==> config.mk <==
export PLATFORM = sky130hd
export DESIGN_NAME = out_wr_dma
export DESIGN_NICKNAME = d
export VERILOG_FILES = /design/src/rtl/dma_pkg.sv /design/src/rtl/dma_sync_fifo.sv /design/src/rtl/out_wr_dma.sv
export SDC_FILE = /design/constraint.sdc
export NUM_CORES = 1
export LEC_CHECK = 0
export CORE_UTILIZATION = 25
export CTS_CLUSTER_DIAMETER = 40
export DETAILED_ROUTE_END_ITERATION = 16
export MAX_ROUTING_LAYER = met4
export PLACE_DENSITY = 0.47
export SYNTH_ARGS = -nofsm -noshare
export SYNTH_HDL_FRONTEND = slang
export SYNTH_HIERARCHICAL = 1
export SYNTH_SLANG_ARGS = --single-unit
==> constraint.sdc <==
create_clock -name clk -period 22.3 [get_ports clk]
set_input_delay 4.46 -clock clk [delete_from_list [all_inputs] [get_ports clk]]
set_output_delay 4.46 -clock clk [all_outputs]
set_load 0.05 [all_outputs]
Fig. 1: signal wires by layer
Bar = 100 um. Two of the layers only.
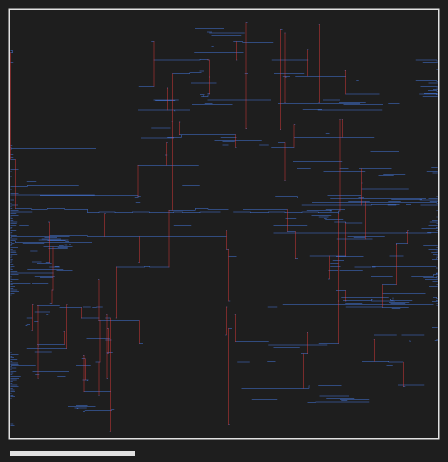
Red shows met4, wire length 2090 um. Blue shows met3, wire length 5350 um.
Wirelength per Cell: 21.04 um
Tot GR Track Use: 0.1511

Fig. 2: placed cells, one color a class
Bar = 100 um.
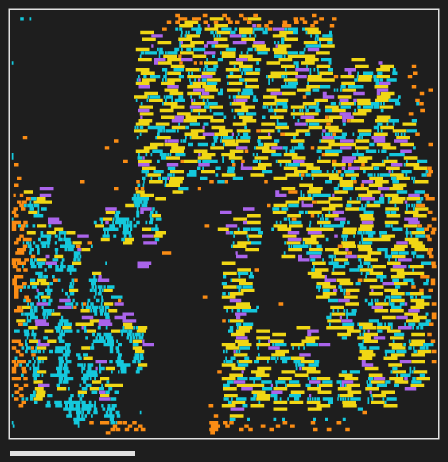
Yellow shows flip-flops, cells 592, share of their area 49%. Purple shows clock drivers and dummy loads, cells 203, share of their area 11%. Orange shows other buffers and delay cells, cells 270, share of their area 7.6%. Cyan shows all other logic, cells 1522, share of their area 32%.
Seq area share: 0.4634
Rows: 124
CORE AREA: 0.1148 mm2
fin util: 0.3194
post-route cell area: 0.03667 mm2

==> results.txt <==
yosys + openroad results -> status=complete, no violations, Bufs on Longest Clock Path=3, grt ovf=0, Tot Pwr=between 3 and 4 mW, total number of vias=about 19000, number of placed instances, taps included=about 3900, Worst-Margin Slew=~1.2 ns, number of hold buffers added after cts=0, AO/OA Area Share=0.05060, LEAKAGE=between 10 and 15 nW, Seq/Total Area, Yosys=0.5838, Seq pwr share=0.379, Synth Area in XOR/XNOR=0.008433, clk ins delay skew pair=approximately 0.7 ns, ys cells=between 2000 and 2500, Reg2Reg Setup Slack=17.51 ns, Min-Delay Path Depth=2, combinational share of power=0.107, CP max stage delay=between 0.8 and 0.9 ns, PortBufs=~230, Setup Buffers After CTS=0, worst-path maximum fanout=10, Finished Layout Cells=4106, VDD IR-drop max=about 0.00006 V, final hold viol count=0, dominant register cell=edfxtp_1, Slew headroom=0.2284, Hold Path Class=reg2reg, Initial Util=0.2533, Top logic family=simple AND/OR/NAND/NOR gates, placed cell areas=0.03279 mm2, Top cell excl fill/tap=edfxtp_1, Final Cycle Share=0.4358, Gate Count Post-Synth=~2300, FMAX=0.1029 GHz, Simple-Gate Fraction of Synth Area=0.1775, max reg flops=between 500 and 600, vias in the first global route=20400, NumNets Final=2635, Synth Area per Inst=approximately 13 um2, fraction of synthesized area in multiplexers=0.1267, Reg2Reg Depth=9, count of tool warnings=32, flops & latches, synth=between 500 and 600, fraction of the mapped netlist area in adder cells=0.01497, switch share=0.2552, CP Class=reg2out, Yosys warnings=6, Yosys top cell by instances=edfxtp_1, final setup fails=0, Critical Path Start Type=flip-flop, slowest CP cell=clkdlybuf4s50_1, hpwl dp=49310 um, Fill cells=11470, root buf cell=clkbuf_16, Fin Setup TNS=0 ns, DRC Markers=0, Post-synth EDFFs=slightly above 500, Routed WL=~86000 um, Area Growth Syn to Fin=26.10%, GP Congestion=between 0.7 and 0.8, RSZ-0062 raised after global routing=false, synthesized area=between 0.02 and 0.03 mm2, Crit. End Element=output pin, asr flop ratio synth=0, post-place setup slack=roughly 13 ns, CTS clk-pin slew, worst paths=around 0.040 ns, skew final=0.05684 ns, clk sinks=around 590, initial DRC count=~1300, Pint=2.505 mW, H-tree levels=3, total CTS buffers=107, Netlist cell types=90, data required time of the worst path=between 15 and 20 ns, crit path cell chain=or4_4 -> nor3_1 -> xor2_1 -> inv_1 -> ha_1 -> a211oi_1 -> nand2_1 -> a21oi_1 -> mux2i_1 -> ha_1 -> nand4bb_1 -> mux2i_1 -> clkdlybuf4s50_1, area share, top type=0.5287, Die Wd=around 340 um, P_sw=858.1 uW, die height=roughly 340 um, TritonCTS clock tree=built, post-cts sizing count=0, CP arrival=between 5 and 6 ns, yosys stat area=0.02908 mm2, PnR worst setup slack=about 13 ns, synth cell count leaders=edfxtp_1, nor2_1, nand2_1, fin crit period=approximately 9.7 ns, antenna violations before repair=10, Post-DRT Antenna Nets=0, top-level port count=between 200 and 250, drt first pass iters=5, pin count of the biggest net entering global routing=about 90, share of layout cells above drive strength 1=0.2118, PD cells=slightly above 90 mW/mm2, first-pass GRT wire length=about 130000 um, worst hold slack=roughly 0.46 ns, # Max-Cap Violations=0, Die ar.=about 0.12 mm2, Synth area leader=edfxtp_1, top cells, area=edfxtp_1, mux4_2, nor2_1, dfxtp_1, nor2_4, Clk pwr share=0.514, most numerous logic cells after layout=edfxtp_1, nor2_1, clkdlybuf4s50_1, max-slew violation count=0, vias per cell=between 4 and 5
-- layout make-up --
cell class              count  area (um2)  share of cell area
well taps                1512        1892             0.05159
clock buffers             118        2729             0.07442
repair buffers            270        2630             0.07172
multi-input cells        1487       11140              0.3039
diodes                      7       17.52           0.0004777
flip-flops and latches    592       16990              0.4634
clock inverters            85        1132             0.03088
inverters                  35       135.1            0.003685
-- cell families (layout without fill, tap and decap cells) --
logic type                 count (synthesis)  in the layout
and+or+nand+nor                         1006           1006
muxes                                    200            200
other                                      1             17
xor gates and xnor gates                  28             28
adders and majority gates                 33             33
AOI/OAI and AO/OA                        210            210
DFF                                      592            592
buffers and inverters                    202            508
-- routing by layer --
layer,vias to the layer above,global-route usage,part of all wire
li1,8761,-,-
met2,648,0.2472,0.49
met1,9733,0.1861,0.42
met3,144,0.03064,0.062
met5,-,-,0
met4,0,0.04870,0.024
-- worst max-delay path, delay by kind of cell, from the launching register on --
kind | cells | cell delay [ns]
fa+ha+maj | 2 | 0.47
flops | 1 | 0.36
mux | 2 | 0.56
xor+xnor | 1 | 0.28
buf+inv | 2 | 0.92
simple gates | 4 | 1.20
compound gates | 2 | 0.80
-- power by group through the flow --
| stage | Clock (mW) | Combinational (mW) | Sequential (mW) |
|---|---|---|---|
| 2_1_floorplan | 0 | 0.247 | 1.29 |
| 3_3_place_gp | 0 | 0.360 | 1.29 |
| 3_5_place_dp | 0 | 0.362 | 1.30 |
| 4_1_cts | 1.77 | 0.364 | 1.28 |
| 5_1_grt | 1.82 | 0.388 | 1.28 |
| 6_report | 1.73 | 0.359 | 1.28 |
Power figures rest on the tool's default switching activity, not on a simulated workload.
